==> src/rtl/mem_stage_pkg.sv <==
// Shared LC-3b pipeline types for the MEM stage: word type, control word,
// EX/MEM and MEM/WB bundles, and the MEM-stage FSM encoding.
package mem_stage_pkg;

  typedef logic [15:0] lc3b_word;

  typedef struct packed {
    logic       load_regfile;
    logic [2:0] dest;
    logic       mem_read;
    logic       mem_write;
    logic       indirect;
    logic       byte_op;
  } lc3b_control_word;

  typedef struct packed {
    logic             valid;
    lc3b_control_word control_signals;
    lc3b_word         alu_out;
    lc3b_word         src_data;
    lc3b_word         pc_out;
    logic             intr;
  } EX_MEM;

  typedef struct packed {
    logic             valid;
    lc3b_control_word control_signals;
    lc3b_word         alu_out;
    lc3b_word         mem_data;
    lc3b_word         pc_out;
    logic             intr;
  } MEM_WB;

  typedef enum logic [1:0] {
    IDLE,
    FIRST,
    SECOND
  } mem_stage_state;

  function automatic lc3b_word sext_byte(input logic [7:0] b);
    return {{8{b[7]}}, b};
  endfunction

endpackage

==> src/rtl/mem_stage_align.sv <==
// Combinational byte-lane steering for data memory: address alignment,
// byte enables, store-data replication and load-data extraction.
module mem_stage_align
  import mem_stage_pkg::*;
(
  input  lc3b_word   address,
  input  logic       byte_op,
  input  lc3b_word   src_data,
  input  lc3b_word   dmem_rdata,
  output lc3b_word   aligned_address,
  output logic [1:0] byte_enable,
  output lc3b_word   wdata,
  output lc3b_word   rdata
);

  always_comb begin
    aligned_address = {address[15:1], 1'b0};
    byte_enable     = 2'b11;
    wdata           = src_data;
    rdata           = dmem_rdata;
    if (byte_op) begin
      aligned_address = address;
      byte_enable     = address[0] ? 2'b10 : 2'b01;
      wdata           = {src_data[7:0], src_data[7:0]};
      rdata           = sext_byte(address[0] ? dmem_rdata[15:8] : dmem_rdata[7:0]);
    end
  end

endmodule

==> src/rtl/mem_stage.sv <==
// LC-3b MEM stage: runs the data-memory handshake (word, byte, indirect)
// and registers the MEM/WB bundle, stalling upstream while busy.
module mem_stage
  import mem_stage_pkg::*;
(
  input  logic       clk,
  input  logic       rst_n,
  input  EX_MEM      ex_mem,
  input  logic       dmem_resp,
  input  lc3b_word   dmem_rdata,
  output logic       dmem_read,
  output logic       dmem_write,
  output lc3b_word   dmem_address,
  output lc3b_word   dmem_wdata,
  output logic [1:0] dmem_byte_enable,
  output logic       stall,
  output MEM_WB      mem_wb
);

  mem_stage_state   state, state_next;
  lc3b_word         ind_addr;
  lc3b_control_word cs;
  logic             mem_op;
  logic             final_access;
  logic             access_byte;
  lc3b_word         raw_addr;
  lc3b_word         al_rdata;

  assign cs     = ex_mem.control_signals;
  assign mem_op = ex_mem.valid & (cs.mem_read | cs.mem_write);

  always_comb begin
    state_next   = state;
    dmem_read    = 1'b0;
    dmem_write   = 1'b0;
    raw_addr     = ex_mem.alu_out;
    access_byte  = 1'b0;
    final_access = 1'b0;
    unique case (state)
      IDLE: begin
        if (mem_op) state_next = FIRST;
      end
      FIRST: begin
        // The pointer fetch of an indirect op is always a word read.
        access_byte  = cs.byte_op & ~cs.indirect;
        final_access = ~cs.indirect;
        dmem_read    = cs.mem_read | cs.indirect;
        dmem_write   = cs.mem_write & ~cs.indirect;
        if (dmem_resp) state_next = cs.indirect ? SECOND : IDLE;
      end
      SECOND: begin
        raw_addr     = ind_addr;
        final_access = 1'b1;
        dmem_read    = cs.mem_read;
        dmem_write   = cs.mem_write;
        if (dmem_resp) state_next = IDLE;
      end
      default: state_next = IDLE;
    endcase
  end

  // Gated by rst_n so stall is low while reset is held, even with a load pending.
  assign stall = rst_n & (((state == IDLE) & mem_op) |
                          ((state != IDLE) & ~(dmem_resp & final_access)));

  mem_stage_align u_align (
    .address         (raw_addr),
    .byte_op         (access_byte),
    .src_data        (ex_mem.src_data),
    .dmem_rdata      (dmem_rdata),
    .aligned_address (dmem_address),
    .byte_enable     (dmem_byte_enable),
    .wdata           (dmem_wdata),
    .rdata           (al_rdata)
  );

  // With stall low, a non-IDLE state can only mean the final response is here.
  always_ff @(posedge clk or negedge rst_n) begin
    if (!rst_n) begin
      state    <= IDLE;
      ind_addr <= '0;
      mem_wb   <= '0;
    end else begin
      state <= state_next;
      if (state == FIRST && dmem_resp && cs.indirect) ind_addr <= dmem_rdata;
      if (!stall) begin
        mem_wb <= '{valid:           ex_mem.valid,
                    control_signals: cs,
                    alu_out:         ex_mem.alu_out,
                    mem_data:        (state != IDLE && cs.mem_read) ? al_rdata : '0,
                    pc_out:          ex_mem.pc_out,
                    intr:            ex_mem.intr};
      end
    end
  end

endmodule

==> config.mk <==
export PLATFORM = sky130hd
export DESIGN_NAME = mem_stage
export DESIGN_NICKNAME = d
export VERILOG_FILES = /design/src/rtl/mem_stage_pkg.sv /design/src/rtl/mem_stage_align.sv /design/src/rtl/mem_stage.sv
export SDC_FILE = /design/constraint.sdc
export NUM_CORES = 1
export LEC_CHECK = 0
export ABC_AREA = 1
export CAP_MARGIN = 20
export CORE_MARGIN = 2
export CORE_UTILIZATION = 42
export CTS_BUF_LIST = sky130_fd_sc_hd__clkbuf_2
export DETAILED_ROUTE_END_ITERATION = 10
export PLACE_DENSITY = 0.82
export SETUP_SLACK_MARGIN = 0.2
export SLEW_MARGIN = 20
export SYNTH_ARGS = -nofsm -noshare
export SYNTH_HDL_FRONTEND = slang
export SYNTH_SLANG_ARGS = --single-unit
==> constraint.sdc <==
create_clock -name clk -period 1.77 [get_ports clk]
set_input_delay 0.2655 -clock clk [delete_from_list [all_inputs] [get_ports clk]]
set_output_delay 0.2655 -clock clk [all_outputs]
set_load 0.01 [all_outputs]
==> run_1/met4.png <==
Scale: 4 px per micron. Supply wires on this layer in grey.
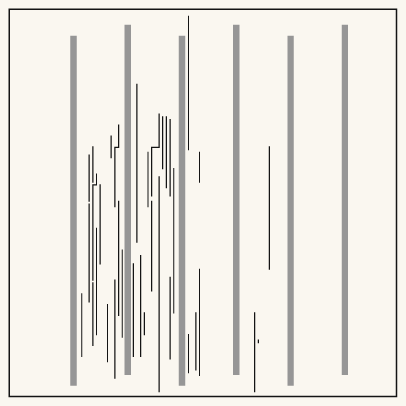
main direction = vertical
wire length on this layer = 719 microns
final WL: 15400 microns
DR vias: 4128

==> run_1/gate_families.png <==
Scale: 6 px per micron.
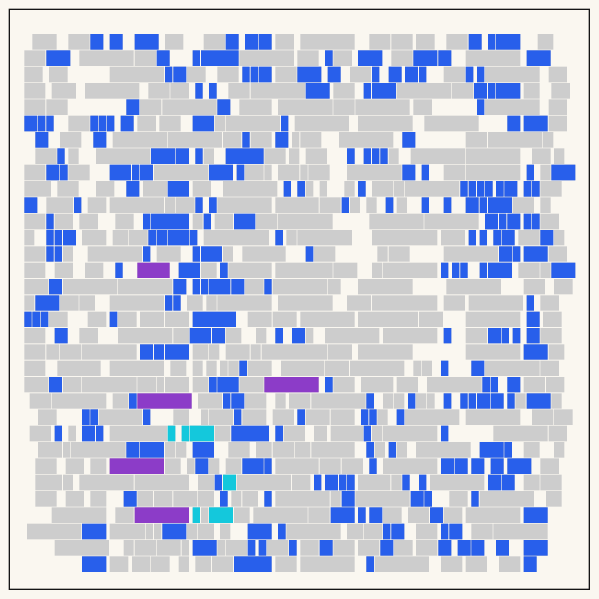
cyan -> NOR gates  # cells 6, most used nor2_1
purple -> adder and majority cells  # cells 5, most used ha_4
blue -> NAND gates  # cells 271, most used nand2_1, where widely spread
Post-Layout Cell Count: 784
Top cell excl fill/tap: nand2_1
combinational share of cell area: 30.4%

==> run_1/zoom.png <==
Window x 33 to 63, y 14 to 44 microns. Cells in grey, sequential cells in the stronger grey; small squares are vias.
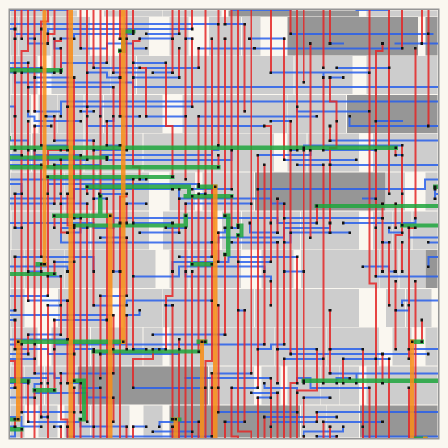
orange -> met4
blue -> met1
red -> met2
green -> met3
most frequent = nand2_1 (21), clkdlybuf4s50_1 (9)
netlist names of flops here include = ind_addr (4), mem_wb (2)
sequential cells in the window = 6
cells with their middle in the window = 86

==> flow_summary.ini, run 1 <==
; flow metrics
[status]
run_status = finished with violations
violations = setup timing

[drt]
viasPerCell = 5.27
routed.top_layer = met4
drcViolationCount = 0
initialDrtViolationCount = 220
drtAntennaViolNets = 0
detail_route.wl_per_cell_microns = 19.6
met1_length_microns = 5500
drt-pass1-iter-count = 5
wl_met3_microns = 1300
wl_met2_microns = 7880

[timing]
fmax_mhz = 449
drv_slew = 0
layout_setup_ws_ns = -0.456
finalSetupViolations = 86
timing.final.crit_share_pct = 126
post-route-min-period_ns = 2.23
hold_violations = 0
rsz0062_at_grt = yes
skew_ns = 0.0377
maxSlewHeadroom_pct = 34.9
fin_tns_setup_ns = -29.26
worst_pin_slew_ns = 0.977

[synth]
synth-async-reset-ratio_pct = 100
synthTopCellsByCount = nand2_1, dfrtp_1, o21ai_0
synth_seq_share_pct = 53.0
synth.distinct_cells = 19
synth_area_sq_um = 3590
edf_count = 0
ys_cells = 447
most_common_cell = nand2_1
syn_inst = 447
postSynthAreaPerCell_sq_um = 8.03
ys_area_sq_um = 3590
numSynthFlops = 76
top_area_cell = dfrtp_1
ys_top_cells_by_area = dfrtp_1, nand2_1, o21ai_0, buf_4, nand3_1
top_cell_area_share_pct = 53.0
syn-num-nets = 529
synthFlopType = dfrtp_1
ys.warnings.count = 0

[cells_and_area]
drive_gt1_share_pct = 41.3
areaGrowthSynthToFinish_pct = 91.4
regArea_sq_um = 1900
fin_util_pct = 83.2
comb_area_sq_um = 2090
fillers = 473
final_nets = 755

[global_route]
antenna_found_initial = 1
grtUsageTotal_pct = 25.9
grt_max_degree = 77
grt-ovfl-total = 0
grt_pass1_vias = 3757

[place]
gp_congestion = 0.877
dp_slack_ns = -0.358
io_buffer_count = 171

[die]
die_x_microns = 96.4
core-area_sq_um = 8260
num_rows = 33
dieArea_sq_um = 9300
initial_core_util_pct = 43.5

[setup_path]
critPathBufInv = 4
critPathArrivalTime_ns = 1.96
path_class = reg2out
critical_path.max_stage_delay_ns = 0.45
cp-start-kind = flop
critPathRequiredTime_ns = 1.50
path_cells = inv_2, ha_4, nand2_4, nor2_4, buf_6, buf_12, nand2_2, nand2_2, buf_6

[job]
cap_violations = 0

[power]
vdd_drop_max_uv = 884
leakagePower_nw = 3.66
power_density_nw_per_um2 = 1440
total_power_mw = 9.87

[cts]
clock_path_buffers = 2
cts_max_level = 3
cts_tree = done
clock_latency_ns = 0.51
cts.sinks = 76
cts_buffers = 9
cts_hold_buf = 0

[min_path]
hp-class = in2async
[run 1: report_power, final]
group	leakage [nW]	internal [mW]	switching, mW
clock	0.104	0.759	0.619
combinational	2.62	2.78	2.85
sequential	0.937	2.38	0.479
[run 1: repair_timing]
item / 4_1_cts / 5_1_grt
setup endpoints to repair: 149 / 96
gates cloned: 2 / 16
endpoints found under the hold margin: 0 / 0
setup buffers: 14 / 13
resized: 234 / 206
pin swaps: 16 / 33
[run 1: path summary, 6_finish.rpt]
check | slack, ns | endpoint | cells past startpoint | start
setup / recovery | -0.46 | dmem_wdata[11] | 9 | state[1]
hold / removal | 0.002 | mem_wb[19] | 2 | rst_n
setup reg to reg | -0.41 | mem_wb[41] | 14 | state[0]
hold reg to reg | 0.51 | mem_wb[6] | 2 | mem_wb[6]
max in group asynchronous | 1.06 | mem_wb[20] | 2 | rst_n
min in group clk | 0.27 | mem_wb[10] | 3 | ex_mem[10]
[run 1: final cells by class]
| type | count | area share (%) |
|---|---|---|
| clock buffer | 11 | 0.802 |
| multi-input combinational | 324 | 30.4 |
| timing repair buffer | 241 | 36.1 |
| tap | 105 | 1.91 |
| sequential | 76 | 27.7 |
| clock inverter | 5 | 1.80 |
| antenna | 1 | 0.0364 |
| inverter | 21 | 1.26 |
[run 1: state kept, by name, summed over array words and instances (netlist names)]
signal,flops
state,2
ind_addr,16
mem_wb,58
[run 1: cells in the final DEF, fill, tap and decap left out, types with 14 or more instances in the layout]
cell type and n:
buf_2 22, buf_4 32, buf_6 22, clkdlybuf4s50_1 76, dfrtp_1 74, dlygate4sd2_1 49, inv_1 14, nand2_1 141
nand2_2 77, nand2_4 33
[run 1: per-stage QoR]
step	std cells	hold WS (ns)	cell area (sq um)
5_1_grt	784	0.0628	6870
3_3_place_gp	722	0.453	5470
3_5_place_dp	722	0.457	5470
6_report	784	0.00170	6870
2_1_floorplan	447	-0.0301	3590
4_1_cts	754	0.00630	5770
[run 1: metal layers]
layer | global-route usage (%) | vias to the layer above
li1 | - | 1833
met1 | 32.3 | 1955
met2 | 44.8 | 266
met3 | 4.65 | 74
met4 | 10.1 | 0
met5 | 0 | -
[run 1: logic make-up (layout without fill, tap and decap cells)]
| group | count (synthesis) | count (layout) | share of synthesized area, % |
|---|---|---|---|
| and+or+nand+nor | 276 | 277 | 30.2 |
| DFF | 76 | 76 | 53.0 |
| buffers and inverters | 48 | 278 | 7.95 |
| AOI/OAI and AO/OA | 35 | 35 | 4.88 |
| muxes | 7 | 7 | 2.20 |
| adders and majority gates | 5 | 5 | 1.74 |
| other | 0 | 1 | 0 |
==> run_1/wire_density.png <==
Scale: 4 px per micron. 19 x 19 tiles, from white (low) to dark blue (high), scaled to the fullest tile. Values are wire area over tile area, all layers added.
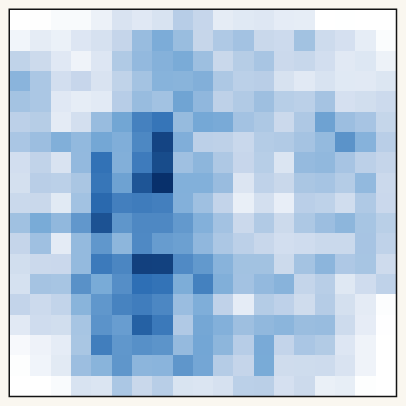

## Run 2: what changed since run 1
--- a/config.mk
+++ b/config.mk
@@ -7,10 +7,10 @@
 export LEC_CHECK = 0
 export ABC_AREA = 1
 export CAP_MARGIN = 20
-export CORE_MARGIN = 2
 export CORE_UTILIZATION = 42
 export CTS_BUF_LIST = sky130_fd_sc_hd__clkbuf_2
 export DETAILED_ROUTE_END_ITERATION = 10
+export GPL_ROUTABILITY_DRIVEN = 0
 export PLACE_DENSITY = 0.82
 export SETUP_SLACK_MARGIN = 0.2
 export SLEW_MARGIN = 20
==> run_2/wire_density.png <==
Scale: 4 px per micron. 19 x 19 tiles, from white (low) to dark blue (high), scaled to the fullest tile. Values are wire area over tile area, all layers added.
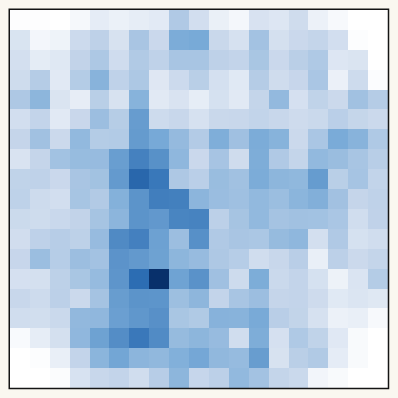
emptiest ninth of the die = bottom right
mean over tiles = 0.26
nearly empty tiles = 5.0%
tiles over half the peak = 12%
fullest tile = 0.84
detailed-route wire length per cell: 17.9 microns
DR vias: 4049

==> run_2/gate_families.png <==
Scale: 6 px per micron.
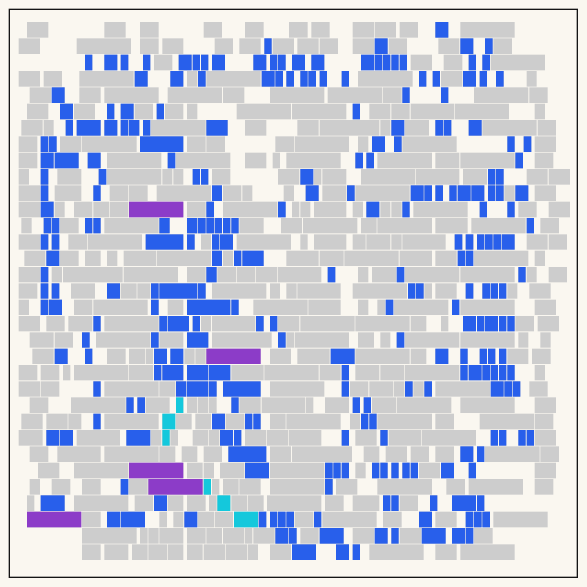
purple -> adder and majority cells  # cells 5, most used ha_4, where bottom left
blue -> NAND gates  # cells 271, most used nand2_1, where widely spread
cyan -> NOR gates  # cells 6, most used nor2_1
combinational share of cell area: 28.9%
Post-Layout Cell Count: 780

==> run 2 against run 1 <==
The flow finishes with violations (hold timing, setup timing). Via count is 1.9% lower. Cell count down 0.51%. Design area decreased by 4.4%. Combinational power shrank 4.6%. Area after synthesis is the same. Synthesized cell count unchanged. Die area shrank 4.1%. Hold slack worse by 0.012 ns. Global-route usage rose by 1.1 points. Count of clock-buffer cells in the layout unchanged. Sequential share of layout area is 1.2 points higher. Critical path depth is 2 lower.
==> flow_summary.ini, run 2 <==
; flow metrics
[power]
switching_share_pct = 41.0
p_int_mw = 5.26
p_switching_mw = 3.65
power_density_nw_per_um2 = 1360
power.share.clock_pct = 8.6
total_power_mw = 8.91
vdd_drop_max_uv = 718
combPwrFrac_pct = 60.4

[status]
violations = hold timing, setup timing
run_status = finished with violations

[drt]
viasPerCell = 5.19
drt-pass1-iter-count = 5
drcViolationCount = 0
drt_wl_total_microns = 14000
drtAntennaViolNets = 0

[global_route]
antenna_found_initial = 0
grt_util_met2_pct = 47.3
groute.layer.met3.usage_pct = 3.70
grt_util_met1_pct = 32.6
grtUsageTotal_pct = 27.0
grt_pass1_vias = 3743

[synth]
synthFlopType = dfrtp_1
most_common_cell = nand2_1
top_cell_area_share_pct = 53.0
ys_top_cells_by_area = dfrtp_1, nand2_1, o21ai_0, buf_4, nand3_1
synthTopCellsByCount = nand2_1, dfrtp_1, o21ai_0
postSynthAreaPerCell_sq_um = 8.03
synth.distinct_cells = 19
synth_area_sq_um = 3590
edf_count = 0
syn_inst = 447
ys.warnings.count = 0

[setup_path]
path_class = reg2out
timing.rr.end = mem_wb[32]
ff2ff_setup_slack_ns = -0.30
critPathArrivalTime_ns = 1.94
r2r_cells = 14

[min_path]
hp-class = in2async

[cells_and_area]
reg_top3 = mem_wb (58), ind_addr (16), state (2)
final_nets = 753
top_register = mem_wb
fin_util_pct = 79.5
n_antenna_cell = 0
areaGrowthSynthToFinish_pct = 83.1
lay_top_count = nand2_1

[timing]
worst_pin_slew_ns = 0.986
drv_slew = 0
hold_violations = 9
layout_setup_ws_ns = -0.439
skew_ns = 0.0233
finalSetupViolations = 87
fin_hold_ws_ns = -0.0103

[die]
num_rows = 33
core-area_sq_um = 8260

[place]
dp_slack_ns = -0.318
io_buffer_count = 171
dpl.cell_count = 725

[cts]
cts_tree = done
clock_latency_ns = 0.51
cts.sinks = 76
clock_path_buffers = 2

[job]
cap_violations = 0
==> run 2: logic make-up after synthesis <==
| group | Yosys count | share of synthesized area [%] |
|---|---|---|
| fa+ha+maj | 5 | 1.74 |
| simple gates | 276 | 30.2 |
| buf+inv | 48 | 7.95 |
| compound gates | 35 | 4.88 |
| flops | 76 | 53.0 |
| mux | 7 | 2.20 |
==> run 2: power groups by stage <==
| stage | clock network (mW) | registers, mW | logic, mW |
|---|---|---|---|
| after floorplan | 0 | 2.93 | 1.55 |
| after global placement | 0 | 2.73 | 3.78 |
| after detailed placement | 0 | 2.76 | 3.87 |
| after CTS | 0.753 | 2.71 | 4.29 |
| after global routing | 0.833 | 2.83 | 5.73 |
| final | 0.762 | 2.76 | 5.38 |
==> run 2: per-layer routing <==
metal,vias to the layer above,part of all wire [%]
met3,47,6.3
met4,0,4.3
li1,1833,-
met1,1937,38
met5,-,0
met2,232,51
==> run 2: stage by stage <==
step	setup TNS, ns	instance area, sq um
2_1_floorplan	0	3590
3_3_place_gp	-12.95	5480
3_5_place_dp	-15.72	5480
4_1_cts	-9.49	5880
5_1_grt	-29.35	6570
6_report	-24.30	6570
==> run 2: worst max path at each step <==
stage | start | endpoint | slack [ns] | cells past startpoint
3_3_place_gp | ex_mem[50] | stall | -0.32 | 8
2_1_floorplan | state[0] | dmem_address[0] | 0.20 | 9
6_report | state[1] | dmem_read | -0.44 | 7
3_5_place_dp | ex_mem[50] | stall | -0.32 | 8
5_1_grt | state[0] | dmem_read | -0.52 | 7
4_1_cts | state[1] | dmem_address[0] | -0.35 | 9
==> run 2: what timing repair did <==
action,4_1_cts,5_1_grt
resized,257,131
cloned,5,10
setup endpoints to repair,155,98
buffers inserted,13,12
hold buffers,0,0
pin swaps,17,14
==> run 2: layout make-up <==
type                    count  area, sq um
clock buffers              11         55.1
well taps                 105          131
multi-input cells         324         1900
flip-flops and latches     76         1900
clock inverters             4         17.5
fillers                   517         1690
repair buffers            239         2480
inverters                  21         91.3
==> run 2: worst max-delay path, stage by stage (launching register included) <==
cell,delay [ns]
dfrtp_1,0.44
inv_2,0.08
buf_4,0.14
ha_4,0.27
buf_4,0.12
o21ai_2,0.05
nor2_1,0.15
buf_2,0.17
==> run_2/met4.png <==
Scale: 4 px per micron. Supply wires on this layer in grey.
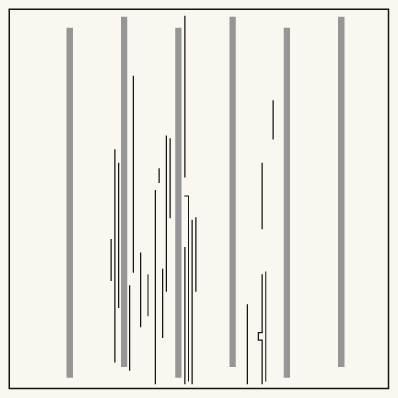

## Run 3: what changed since run 2
--- a/config.mk
+++ b/config.mk
@@ -7,11 +7,12 @@
 export LEC_CHECK = 0
 export ABC_AREA = 1
 export CAP_MARGIN = 20
+export CORE_ASPECT_RATIO = 1.4
 export CORE_UTILIZATION = 42
 export CTS_BUF_LIST = sky130_fd_sc_hd__clkbuf_2
 export DETAILED_ROUTE_END_ITERATION = 10
 export GPL_ROUTABILITY_DRIVEN = 0
-export PLACE_DENSITY = 0.82
+export PLACE_DENSITY = 0.88
 export SETUP_SLACK_MARGIN = 0.2
 export SLEW_MARGIN = 20
 export SYNTH_ARGS = -nofsm -noshare
==> run_3/met4.png <==
Scale: 4 px per micron. Supply wires on this layer in grey.
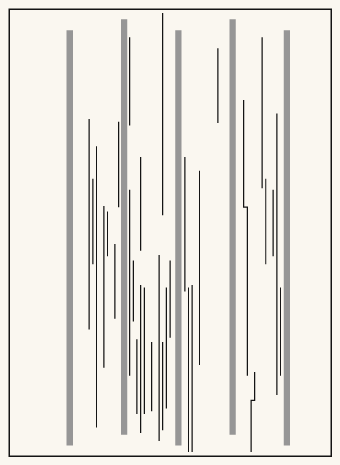
nets with wire on the layer = 28
wire length on this layer = 1050 microns
longest straight run = 70.0 microns
main direction = vertical
DR vias: 4085
final WL: 14400 microns

==> run_3/zoom.png <==
Window x 25 to 55, y 18 to 48 microns. Cells in grey, sequential cells in the stronger grey; small squares are vias.
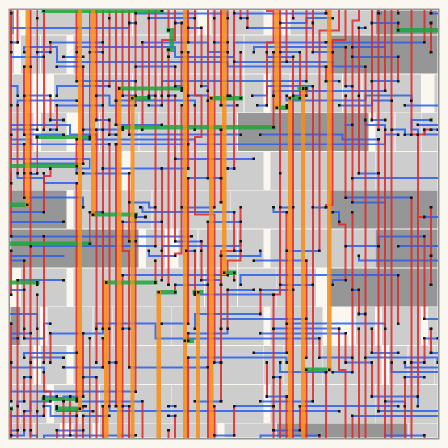

==> run 3 against run 2 <==
The run ends with setup timing left. First-iteration DRC count increased by 33%. Synthesized cell count stayed put. Fmax increased by 0.43%. Combinational power fell by 5.4%. Critical endpoint is now dmem_address[14]. Largest cell class unchanged.
==> flow_summary.ini, run 3 <==
; flow metrics
[synth]
top_cell_area_share_pct = 53.0
ys_sh_xor_pct = 0
most_common_cell = nand2_1
top_area_cell = dfrtp_1
ys.warnings.count = 0
mux_share_pct = 2.20
edf_count = 0
ys_top_cells_by_area = dfrtp_1, nand2_1, o21ai_0, buf_4, nand3_1
synthFlopType = dfrtp_1
synth.distinct_cells = 19
ys_top_logic_family = simple AND/OR/NAND/NOR gates
ys_sh_aoi_pct = 4.88
syn_inst = 447
postSynthAreaPerCell_sq_um = 8.03
adder_share_pct = 1.74
synth_area_sq_um = 3590
synthTopCellsByCount = nand2_1, dfrtp_1, o21ai_0

[cells_and_area]
lay_top_count = nand2_1
top_register = mem_wb
final_nets = 748
layoutNonFillerInstCount = 772
n_antenna_cell = 0
fillers = 526
final_cell_mix = nand2_1, clkdlybuf4s50_1, dfrtp_1, dlygate4sd2_1, buf_4
areaGrowthSynthToFinish_pct = 75.6
reg_top3 = mem_wb (58), ind_addr (16), state (2)
regArea_sq_um = 1900

[power]
power.share.clock_pct = 9.2
p_switching_mw = 3.57
leakagePower_nw = 3.43
power_density_nw_per_um2 = 1370
total_power_mw = 8.65
vdd_drop_max_uv = 806
combPwrFrac_pct = 58.8
p_int_mw = 5.08
switching_share_pct = 41.3

[timing]
skew_ns = 0.0269
finalSetupViolations = 86
layout_setup_ws_ns = -0.429
drv_slew = 0
hold_violations = 0

[cts]
cts_buffers = 9
clock_latency_ns = 0.55
clock_path_buffers = 2
cts.sinks = 76

[setup_path]
cpMostUsedCell = nand2_1
critical_path.max_stage_delay_ns = 0.49
crit_family = buffers and inverters
slowest_stage = dfrtp_2
critPathArrivalTime_ns = 1.93
path_class = reg2out
path_cells = clkinv_4, ha_4, buf_4, clkbuf_16, nand2_1, nand2_1, buf_2

[drt]
drtAntennaViolNets = 0
viasPerCell = 5.29
drt-pass1-iter-count = 5
drcViolationCount = 0
initialDrtViolationCount = 219
detail_route.wl_per_cell_microns = 18.6

[job]
cap_violations = 0

[die]
core-area_sq_um = 8250
num_rows = 39

[global_route]
antenna_found_initial = 0
grt_pass1_vias = 3881
grt_pass1_wl_microns = 18900

[status]
violations = setup timing
run_status = finished with violations

[min_path]
hp-class = in2reg

[place]
io_buffer_count = 171
dpl.cell_count = 715
-- run 3: area by class of cell --
cell class | count | area share [%]
clock inverters | 3 | 0.238
multi-input cells | 323 | 27.2
inverters | 21 | 1.57
well taps | 102 | 2.03
repair buffers | 235 | 37.8
clock buffers | 12 | 0.953
flip-flops and latches | 76 | 30.2
-- run 3: timing repair --
item / CTS / global route
setup buffers: 21 / 8
cloned: 4 / 8
endpoints found under the hold margin: 61 / 0
hold buffers: 1 / 0
pin swaps: 24 / 17
setup endpoints to repair: 161 / 90
gates resized: 236 / 74
-- run 3: final timing paths --
check / startpoint / to / slack (ns) / depth (start not counted)
max: state[0] / dmem_address[14] / -0.43 / 7
min: ex_mem[3] / mem_wb[3] / 0.23 / 3
max reg2reg: state[0] / mem_wb[2] / -0.29 / 12
min reg2reg: mem_wb[55] / mem_wb[55] / 0.50 / 2
max in group asynchronous: rst_n / state[0] / 0.60 / 3
min in group asynchronous: rst_n / ind_addr[11] / 0.52 / 3
-- run 3: power groups by stage --
stage	combinational, mW	clock, mW	sequential [mW]
2_1_floorplan	1.55	0	2.93
3_3_place_gp	3.70	0	2.73
3_5_place_dp	3.80	0	2.77
4_1_cts	4.06	0.779	2.73
5_1_grt	5.39	0.857	2.83
6_report	5.09	0.798	2.76
-- run 3: kinds of logic (layout without fill, tap and decap cells) --
kind of cell / count (synthesis) / after routing
and+or+nand+nor: 276 / 276
DFF: 76 / 76
buffers and inverters: 48 / 271
AOI/OAI and AO/OA: 35 / 35
muxes: 7 / 7
adders and majority gates: 5 / 5
-- run 3: layer usage --
| layer | GRT usage, % | wire (microns) | vias to the layer above |
|---|---|---|---|
| met5 | 0 | 0 | - |
| met4 | 18.2 | 1050 | 0 |
| met3 | 3.36 | 912 | 78 |
| met2 | 50.6 | 7520 | 257 |
| met1 | 30.0 | 4860 | 1930 |
| li1 | - | - | 1820 |
-- run 3: tightest hold or removal path, stage by stage --
cell and delay, ns:
clkdlybuf4s50_1 0.39, nand2_1 0.06, nand2_1 0.04
-- run 3: stage by stage --
step	util (%)	cell area (sq um)	setup WS (ns)	hold WS, ns	setup TNS (ns)
floorplan	-	3590	0.201	-0.0301	0
global placement	65.8	5420	-0.393	0.453	-15.68
detailed placement	65.8	5420	-0.431	0.457	-20.14
CTS	70.6	5820	-0.358	0.210	-8.87
global route	76.4	6300	-0.463	0.219	-24.27
finish	76.4	6300	-0.429	0.232	-20.77
No activity file was given, so power comes from the tool's default toggle rates.
